## src/rtl/ps2_key_event_pkg.sv

```systemverilog
// Shared constants, event layout and decoder state type for the PS/2 key-event stage.
// The event struct is packed so that code, ext, rel and pause sit at bits [7:0], 8, 9 and 10.
package ps2_key_event_pkg;

    localparam logic [7:0] PS2_E0 = 8'hE0;
    localparam logic [7:0] PS2_F0 = 8'hF0;
    localparam logic [7:0] PS2_E1 = 8'hE1;

    localparam logic [7:0] HK_AA = 8'hAA;
    localparam logic [7:0] HK_FA = 8'hFA;
    localparam logic [7:0] HK_EE = 8'hEE;
    localparam logic [7:0] HK_FE = 8'hFE;
    localparam logic [7:0] HK_00 = 8'h00;
    localparam logic [7:0] HK_FF = 8'hFF;

    localparam logic [7:0] FAKE_LSHIFT = 8'h12;
    localparam logic [7:0] FAKE_RSHIFT = 8'h59;

    localparam int EV_EXT   = 8;
    localparam int EV_REL   = 9;
    localparam int EV_PAUSE = 10;
    localparam int EV_W     = 11;

    localparam logic [2:0] PAUSE_LAST = 3'd7;

    typedef enum logic [2:0] {
        S_IDLE,
        S_E0,
        S_F0,
        S_E0F0,
        S_PAUSE
    } dec_state_t;

    typedef struct packed {
        logic       pause;
        logic       rel;
        logic       ext;
        logic [7:0] code;
    } key_ev_t;

    function automatic logic is_housekeeping(input logic [7:0] b);
        return (b == HK_AA) || (b == HK_FA) || (b == HK_EE) ||
               (b == HK_FE) || (b == HK_00) || (b == HK_FF);
    endfunction

    function automatic logic is_overrun(input logic [7:0] b);
        return (b == HK_00) || (b == HK_FF);
    endfunction

    function automatic logic is_prefix(input logic [7:0] b);
        return (b == PS2_E0) || (b == PS2_F0) || (b == PS2_E1);
    endfunction

endpackage

```

## src/rtl/ps2_event_fifo.sv

```systemverilog
// Synchronous first-word-fall-through FIFO for decoded key events.
// A push into a full FIFO is accepted only if a pop happens in the same cycle.
module ps2_event_fifo #(
    parameter int WIDTH = 11,
    parameter int DEPTH = 8
) (
    input  logic                       clk,
    input  logic                       reset,
    input  logic                       push,
    input  logic                       pop,
    input  logic [WIDTH-1:0]           din,
    output logic [WIDTH-1:0]           dout,
    output logic                       full,
    output logic                       empty,
    output logic [$clog2(DEPTH):0]     level
);

    localparam int AW = $clog2(DEPTH);
    localparam int LW = AW + 1;

    logic [WIDTH-1:0] mem [DEPTH];
    logic [AW-1:0]    wr_ptr;
    logic [AW-1:0]    rd_ptr;
    logic [LW-1:0]    cnt;
    logic             do_push;
    logic             do_pop;

    assign full    = (cnt == LW'(DEPTH));
    assign empty   = (cnt == '0);
    assign do_pop  = pop && !empty;
    assign do_push = push && (!full || do_pop);
    assign level   = cnt;
    assign dout    = empty ? '0 : mem[rd_ptr];

    always_ff @(posedge clk) begin
        if (do_push) begin
            mem[wr_ptr] <= din;
        end
    end

    always_ff @(posedge clk) begin
        if (reset) begin
            wr_ptr <= '0;
            rd_ptr <= '0;
            cnt    <= '0;
        end else begin
            if (do_push) begin
                wr_ptr <= wr_ptr + AW'(1);
            end
            if (do_pop) begin
                rd_ptr <= rd_ptr + AW'(1);
            end
            unique case ({do_push, do_pop})
                2'b10:   cnt <= cnt + LW'(1);
                2'b01:   cnt <= cnt - LW'(1);
                default: cnt <= cnt;
            endcase
        end
    end

endmodule

```

## src/rtl/ps2_key_event.sv

```systemverilog
// Folds PS/2 scan-code prefix sequences (E0/F0/E1) into single key events
// and queues them for the keyboard-matrix stage through a valid/ready FIFO.
module ps2_key_event
    import ps2_key_event_pkg::*;
#(
    parameter int DEPTH           = 8,
    parameter int TIMEOUT_CYC     = 500000,
    parameter bit DROP_FAKE_SHIFT = 1'b1
) (
    input  logic                   clk,
    input  logic                   reset,
    input  logic [7:0]             code_in,
    input  logic                   code_strobe,
    input  logic                   code_err,
    output logic                   ev_valid,
    input  logic                   ev_ready,
    output logic [7:0]             ev_code,
    output logic                   ev_extended,
    output logic                   ev_release,
    output logic                   ev_pause,
    output logic                   seq_err,
    output logic                   overflow,
    output logic [$clog2(DEPTH):0] fifo_level
);

    localparam int TW = $clog2(TIMEOUT_CYC + 1);
    localparam logic [TW-1:0] T_LAST = TW'(TIMEOUT_CYC - 1);

    dec_state_t    state;
    dec_state_t    state_n;
    logic [2:0]    cnt;
    logic [2:0]    cnt_n;
    logic [TW-1:0] timer;
    logic          err_n;
    logic          emit;
    key_ev_t       ev_n;
    logic          restart;
    logic          fake;
    logic          push;
    logic          pop;
    logic          full;
    logic          empty;
    logic [EV_W-1:0] head;
    key_ev_t       head_ev;

    // Bad prefix after F0 is flagged, then the byte is re-decoded as from IDLE.
    assign restart = (state == S_IDLE) ||
                     (((state == S_F0) || (state == S_E0F0)) && is_prefix(code_in));

    always_comb begin
        state_n = state;
        cnt_n   = cnt;
        err_n   = 1'b0;
        emit    = 1'b0;
        ev_n    = '0;
        if (code_err) begin
            state_n = S_IDLE;
            cnt_n   = '0;
            err_n   = 1'b1;
        end else if (code_strobe) begin
            if (state == S_PAUSE) begin
                if (cnt == PAUSE_LAST) begin
                    emit       = 1'b1;
                    ev_n.pause = 1'b1;
                    state_n    = S_IDLE;
                    cnt_n      = '0;
                end else begin
                    cnt_n = cnt + 3'd1;
                end
            end else if (is_housekeeping(code_in)) begin
                state_n = S_IDLE;
                err_n   = is_overrun(code_in);
            end else if (restart) begin
                err_n = (state != S_IDLE);
                unique case (1'b1)
                    code_in == PS2_E0: state_n = S_E0;
                    code_in == PS2_F0: state_n = S_F0;
                    code_in == PS2_E1: begin
                        state_n = S_PAUSE;
                        cnt_n   = 3'd1;
                    end
                    default: begin
                        emit      = 1'b1;
                        ev_n.code = code_in;
                    end
                endcase
            end else begin
                unique case (state)
                    S_E0: begin
                        unique case (1'b1)
                            code_in == PS2_F0: state_n = S_E0F0;
                            code_in == PS2_E0: state_n = S_E0;
                            code_in == PS2_E1: begin
                                state_n = S_PAUSE;
                                cnt_n   = 3'd1;
                            end
                            default: begin
                                emit      = 1'b1;
                                ev_n.code = code_in;
                                ev_n.ext  = 1'b1;
                                state_n   = S_IDLE;
                            end
                        endcase
                    end
                    S_F0, S_E0F0: begin
                        emit      = 1'b1;
                        ev_n.code = code_in;
                        ev_n.rel  = 1'b1;
                        ev_n.ext  = (state == S_E0F0);
                        state_n   = S_IDLE;
                    end
                    default: state_n = S_IDLE;
                endcase
            end
        end else if ((state != S_IDLE) && (timer == T_LAST)) begin
            state_n = S_IDLE;
            cnt_n   = '0;
            err_n   = 1'b1;
        end
    end

    always_ff @(posedge clk) begin
        if (reset) begin
            state   <= S_IDLE;
            cnt     <= '0;
            seq_err <= 1'b0;
        end else begin
            state   <= state_n;
            cnt     <= cnt_n;
            seq_err <= err_n;
        end
    end

    always_ff @(posedge clk) begin
        if (reset || code_strobe || code_err || (state == S_IDLE)) begin
            timer <= '0;
        end else begin
            timer <= timer + TW'(1);
        end
    end

    // Extended 12/59 are the synthetic shifts some keyboards wrap around nav keys.
    assign fake = DROP_FAKE_SHIFT && ev_n.ext &&
                  ((ev_n.code == FAKE_LSHIFT) || (ev_n.code == FAKE_RSHIFT));
    assign push = emit && !fake;
    assign pop  = ev_valid && ev_ready;

    always_ff @(posedge clk) begin
        if (reset) begin
            overflow <= 1'b0;
        end else if (push && full && !pop) begin
            overflow <= 1'b1;
        end
    end

    ps2_event_fifo #(
        .WIDTH (EV_W),
        .DEPTH (DEPTH)
    ) u_fifo (
        .clk   (clk),
        .reset (reset),
        .push  (push),
        .pop   (pop),
        .din   (ev_n),
        .dout  (head),
        .full  (full),
        .empty (empty),
        .level (fifo_level)
    );

    assign head_ev     = key_ev_t'(head);
    assign ev_valid    = !empty;
    assign ev_code     = head_ev.code;
    assign ev_extended = head_ev.ext;
    assign ev_release  = head_ev.rel;
    assign ev_pause    = head_ev.pause;

endmodule

```

## config.mk

```make
export PLATFORM = sky130hd
export DESIGN_NAME = ps2_key_event
export DESIGN_NICKNAME = d
export VERILOG_FILES = /design/src/rtl/ps2_key_event_pkg.sv /design/src/rtl/ps2_event_fifo.sv /design/src/rtl/ps2_key_event.sv
export SDC_FILE = /design/constraint.sdc
export NUM_CORES = 1
export LEC_CHECK = 0
export CORE_MARGIN = 2
export CORE_UTILIZATION = 55
export DETAILED_ROUTE_END_ITERATION = 12
export GPL_ROUTABILITY_DRIVEN = 1
export PLACE_DENSITY_LB_ADDON = 0.12
export SYNTH_ARGS = -nofsm -noshare
export SYNTH_HDL_FRONTEND = slang
export SYNTH_SLANG_ARGS = --single-unit
```

## constraint.sdc

```tcl
create_clock -name clk -period 5.4 [get_ports clk]
set_input_delay 1.08 -clock clk [delete_from_list [all_inputs] [get_ports clk]]
set_output_delay 1.08 -clock clk [all_outputs]
set_load 0.03 [all_outputs]
```

Run 1, local utilization:
10 x 10 tiles, from white (low) to dark blue (high), 0 to 100% covered.
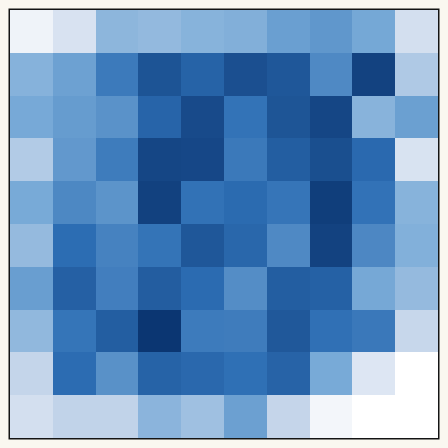
tiles over 75% full: 33%
fullest tile: 98%
nearly empty tiles: 3.0%
emptiest ninth of the die: bottom right
mean over tiles: 60%

Run 1, placement view:
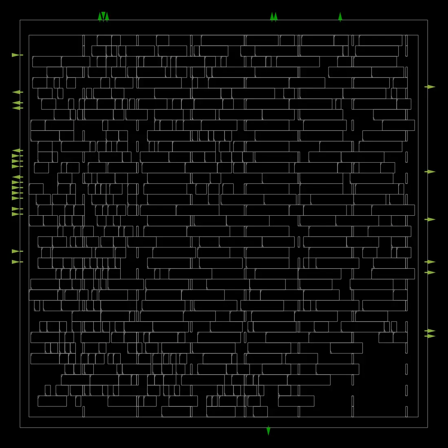
Seq area share: 0.515
non-filler cells, final: 599

Run 1, cell sizes after repair:
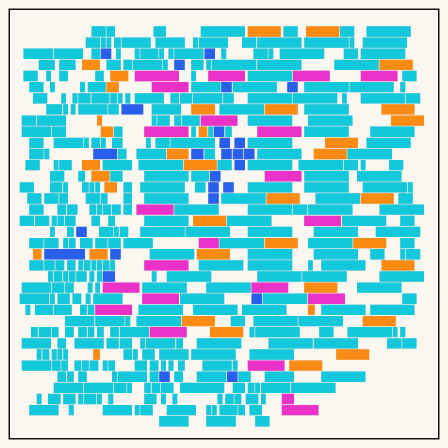
| size | color | cells |
|---|---|---|
| x1 and smaller | cyan | 381 |
| x2 | orange | 37 |
| x3 and x4 | blue | 26 |
| x6 and larger | magenta | 22 |

Run 1, layout detail:
Region (68, 68) to (88, 88) um. Cells in gray, sequential cells in the stronger gray; small squares are vias.
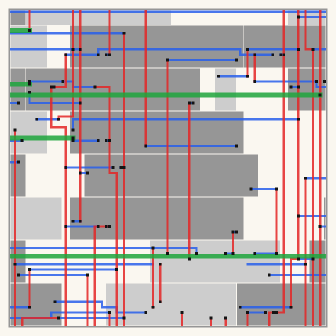
| layer | color |
|---|---|
| M1 | blue |
| M2 | red |
| M3 | green |
netlist names of flops here include: u_fifo.mem (6)
most frequent: edfxtp_1 (6), mux4_2 (2)
sequential cells in the window: 6
cells with their middle in the window: 10

==> impl_metrics.yaml, run 1 <==
# physical design summary
outcome:
  outcome: "finished, final reports clean"
sta:
  layout_min_cycle_time_ns: 4.01
  hold_viol: 0
  rsz0062_at_grt: "false"
  fmax_mhz: 250
  timing.slew.headroom: 0.238
  fin_worst_skew_ns: 0.00778
  fin_crit_sh: 0.742
  setup_ws_ns: 1.39
synthesis:
  logic_family: "simple AND/OR/NAND/NOR gates"
  yosysWarningCount: 0
  syn_avg_cell_area_sq_um: 13.7
  aoi_share: 0.0536
  top_cells_by_area: "edfxtp_1 (48%), dfxtp_1 (14%), mux4_2 (8.9%), nor2_1 (3.8%), xor2_1 (2.2%)"
  yosysUniqueCellTypes: 60
  ff_type: "edfxtp_1"
  syn_area_sq_um: 5560
  synth_top_cell_by_count: "edfxtp_1"
setup_path:
  r2r-start: "cnt[0]$_SDFFE_PP0P_"
  worst-path-stages: 4
  rr_worst_depth: 14
  worst_setup_path_start_kind: "flop"
  path_cells: "mux4_2 > mux2i_1 > nor2_1 > clkdlybuf4s50_1"
  cp_data_required_time_ns: 4.32
drt:
  viasPerCell: 5.68
  wl_met3_um: 515
  drtPass1Iterations: 5
  highest_layer: "met4"
final_layout:
  fillers: 705
  syn_to_final_growth_pct: 20.3
  combGateArea_sq_um: 2000
  clock_tree_area_fraction: 0.0909
  largest_reg_flops: 88
  nClkBuffers: 18
  n_all_buffers: 47
  diodes: 0
  fin_nets: 474
  dominant_cells: "registers"
  bufAreaShareNonClock: 0.0640
clocking:
  postCtsSetupBuffers: 0
  root_buffer: "clkbuf_8"
  clock_path_buffers: 2
  cts.repair.resized: 0
  htree_num_levels: 4
  cts_sinks: 128
power:
  sw_frac_of_total: 0.287
  power_switching_w: 0.000861
  top_power_group: "clock"
  p_seq_w: 0.00112
  total_power_w: 0.00300
  p_leak_nw: 2.27
global_route:
  antenna_found_initial: 0
  use_met3: 0.0602
flow_run:
  warnings: 26
die:
  die_y_um: 105
  die_area_sq_um: 10900
  rows: 36
  core-area_sq_um: 9770
hold_path:
  min_to: "timer[0]$_SDFF_PP0_"
placement:
  dpl_worst_slack_ns: 1.02
  globalplace.congestion: 0.844
  hpwl_um: 7070
Run 1, pin placement:
The bar under the picture is 20 um long. Pins as bars across the die edge, other pins in gray.
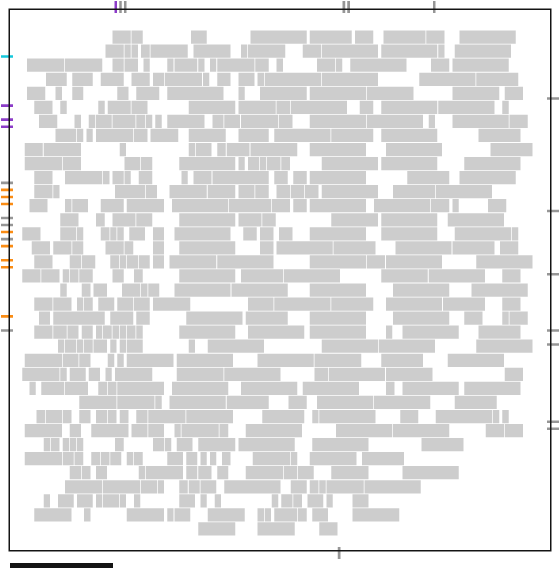

--- run 2 (diff from run 1) ---
==> constraint.sdc (replaced) <==
create_clock -name clk -period 4.1 [get_ports clk]
set_input_delay 0.82 -clock clk [delete_from_list [all_inputs] [get_ports clk]]
set_output_delay 0.82 -clock clk [all_outputs]
set_load 0.03 [all_outputs]
Run 2, pin placement:
The bar under the picture is 20 um long. Pins as bars across the die edge, other pins in gray.
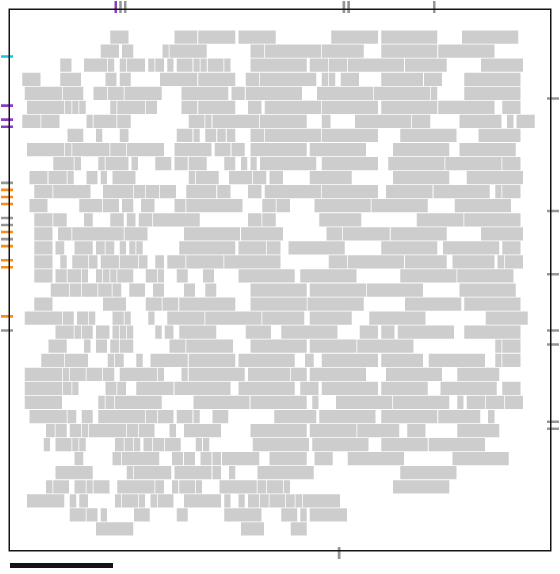
| port | color | pins | direction | edge |
|---|---|---|---|---|
| clk | cyan | 1 | input | left |
| code_in | orange | 8 | input | left |
| fifo_level | purple | 4 | output | 3 left, 1 top |
all pins by edge: 17 left, 7 right, 6 top, 1 bottom

Run 2, local utilization:
10 x 10 tiles, from white (low) to dark blue (high), 0 to 100% covered.
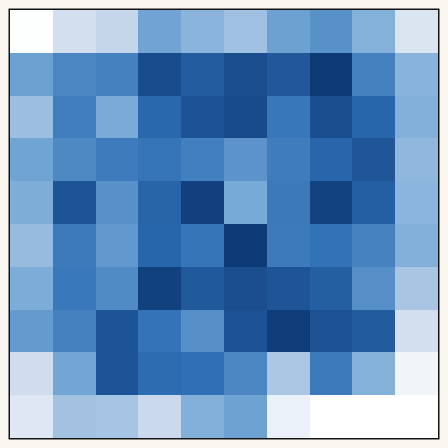
mean over tiles: 60%
fullest tile: 97%
nearly empty tiles: 4.0%
densest ninth of the die: middle

Run 2, layout detail:
Region (68, 68) to (88, 88) um. Cells in gray, sequential cells in the stronger gray; small squares are vias.
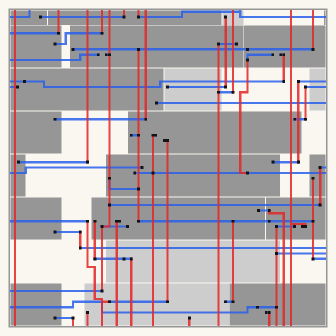
| layer | color |
|---|---|
| M1 | blue |
| M2 | red |
most frequent: edfxtp_1 (6)
cells with their middle in the window: 9
netlist names of flops here include: u_fifo.mem (6)
sequential cells in the window: 6

==> impl_metrics.yaml, run 2 <==
# physical design summary
outcome:
  outcome: "finished, final reports clean"
synthesis:
  syn_area_sq_um: 5560
  ys_area_sq_um: 5560
  yosysWarningCount: 0
  synth_top_cell_by_count: "edfxtp_1"
  syn_avg_cell_area_sq_um: 13.7
  aoi_share: 0.0536
  yosysUniqueCellTypes: 60
  ff_type: "edfxtp_1"
  top_cells_by_area: "edfxtp_1 (48%), dfxtp_1 (14%), mux4_2 (8.9%), nor2_1 (3.8%), xor2_1 (2.2%)"
  logic_family: "simple AND/OR/NAND/NOR gates"
setup_path:
  worst_setup_path_start_kind: "primary input"
  r2r-start: "cnt[0]$_SDFFE_PP0P_"
  r2r-end: "u_fifo.level[3]$_SDFFE_PP0P_"
  cp_data_required_time_ns: 4.49
  path_cells: "clkdlybuf4s50_1 > nor4_1 > o21bai_1 > a2111oi_4 > a21oi_2 > o21ai_2 > inv_2 > ha_1 > a21o_1 > a21oi_1 > nor2_1 > a22oi_2 > mux2_4"
  rr_worst_depth: 13
die:
  core-area_sq_um: 9770
  die_y_um: 105
final_layout:
  layout.cells.non_filler: 601
  fin_nets: 476
  n_all_buffers: 49
  fillers: 694
  seq-cell-share: 0.513
  nClkBuffers: 17
  largest_reg_flops: 88
  lay_top_count: "edfxtp_1"
  clock_tree_area_fraction: 0.0926
  syn_to_final_growth_pct: 20.8
  bufAreaShareNonClock: 0.0659
  dominant_cells: "registers"
  diodes: 0
clocking:
  root_buffer: "clkbuf_8"
  postCtsSetupBuffers: 0
  cts_sinks: 128
  clock_path_buffers: 2
power:
  p_seq_w: 0.00146
  sw_frac_of_total: 0.290
  power_switching_w: 0.00116
  total_power_w: 0.00399
  p_leak_nw: 2.29
  top_power_group: "clock"
sta:
  fmax_mhz: 286
  fin_crit_sh: 0.853
  hold_viol: 0
  fin_worst_skew_ns: 0.00566
  timing.slew.headroom: 0.480
  fin_hold_ws_ns: 0.458
  layout_min_cycle_time_ns: 3.50
drt:
  viasPerCell: 5.67
  drtPass1Iterations: 4
  highest_layer: "met4"
flow_run:
  warnings: 26
placement:
  globalplace.congestion: 0.898
  hpwl_um: 6810
hold_path:
  min_to: "timer[0]$_SDFF_PP0_"
global_route:
  use_met3: 0.0533
Run 2, placement view:
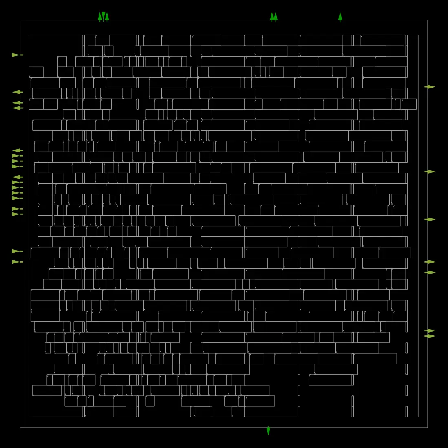

--- run 3 (diff from run 2) ---
--- a/config.mk
+++ b/config.mk
@@ -5,11 +5,10 @@
 export SDC_FILE = /design/constraint.sdc
 export NUM_CORES = 1
 export LEC_CHECK = 0
-export CORE_MARGIN = 2
 export CORE_UTILIZATION = 55
 export DETAILED_ROUTE_END_ITERATION = 12
 export GPL_ROUTABILITY_DRIVEN = 1
-export PLACE_DENSITY_LB_ADDON = 0.12
+export PLACE_DENSITY = 0.74
 export SYNTH_ARGS = -nofsm -noshare
 export SYNTH_HDL_FRONTEND = slang
 export SYNTH_SLANG_ARGS = --single-unit
Run 3, placement view:
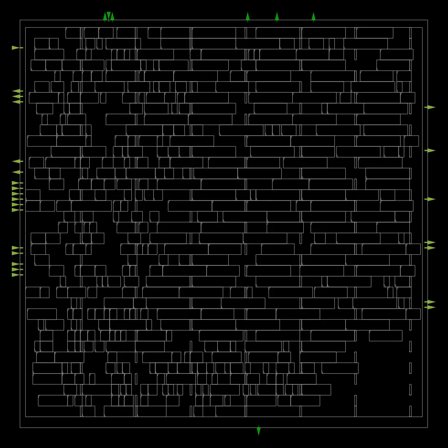
CORE AREA: 9770 sq um
Core Util, Final: 0.679
flip-flops: 128
# rows: 36
fillcell total: 723

Run 3, pin placement:
The bar under the picture is 20 um long. Pins as bars across the die edge, other pins in gray.
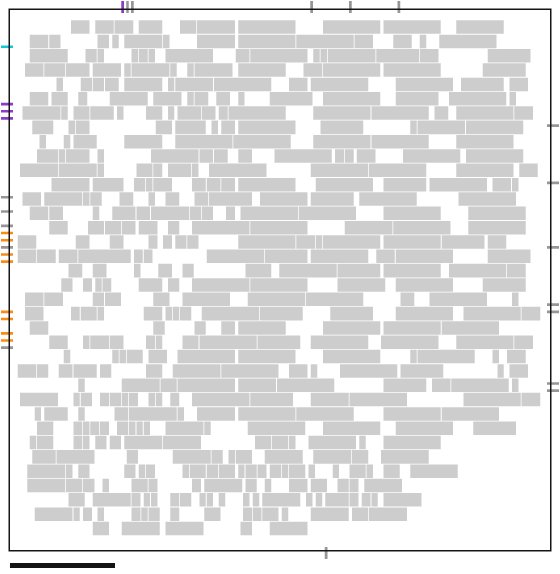
| port | color | pins | direction | edge |
|---|---|---|---|---|
| fifo_level | purple | 4 | output | 3 left, 1 top |
| clk | cyan | 1 | input | left |
| code_in | orange | 8 | input | left |
all pins by edge: 17 left, 7 right, 6 top, 1 bottom

==> impl_metrics.yaml, run 3 <==
# physical design summary
outcome:
  outcome: "finished, final reports clean"
final_layout:
  nClkBuffers: 20
  syn_to_final_growth_pct: 19.5
  dominant_cells: "registers"
  clock_tree_area_fraction: 0.0820
  layout.cells.non_filler: 601
  largest_reg_flops: 88
  fin_nets: 476
  combGateArea_sq_um: 2000
synthesis:
  yosysUniqueCellTypes: 60
  yosysWarningCount: 0
  synth_top_cell_by_count: "edfxtp_1"
  ys_area_sq_um: 5560
  top_cells_by_area: "edfxtp_1 (48%), dfxtp_1 (14%), mux4_2 (8.9%), nor2_1 (3.8%), xor2_1 (2.2%)"
hold_path:
  min_to: "timer[0]$_SDFF_PP0_"
sta:
  fin_crit_sh: 0.869
  hold_viol: 0
  layout_min_cycle_time_ns: 3.56
  setup_ws_ns: 0.536
setup_path:
  path_cells: "buf_4 > mux4_2 > mux2i_1 > nor2_1 > clkdlybuf4s50_1"
  rr_worst_depth: 13
  r2r-end: "u_fifo.level[3]$_SDFFE_PP0P_"
  r2r-start: "cnt[0]$_SDFFE_PP0P_"
drt:
  drtPass1Iterations: 5
  viasPerCell: 5.80
  highest_layer: "met4"
  wl_met3_um: 579
power:
  top_power_group: "registers"
  power_switching_w: 0.00112
die:
  die_area_sq_um: 10500
  die_y_um: 103
clocking:
  cts.repair.resized: 0
  clock_path_buffers: 2
  cts_sinks: 128
  htree_num_levels: 4
placement:
  hpwl_um: 7250
  dpl_worst_slack_ns: 0.170
  globalplace.congestion: 0.929
Run 3, cell sizes after repair:
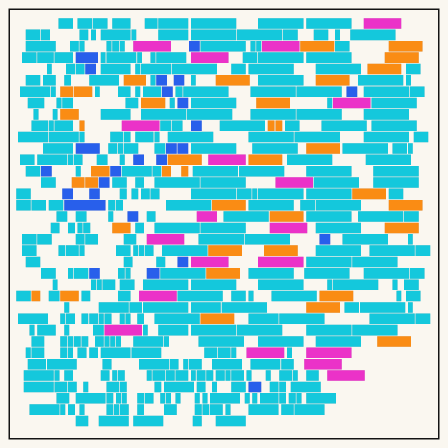
| size | color | cells |
|---|---|---|
| x2 | orange | 38 |
| x1 and smaller | cyan | 385 |
| x6 and larger | magenta | 19 |
| x3 and x4 | blue | 26 |

Power figures rest on the tool's default switching activity, not on a simulated workload.
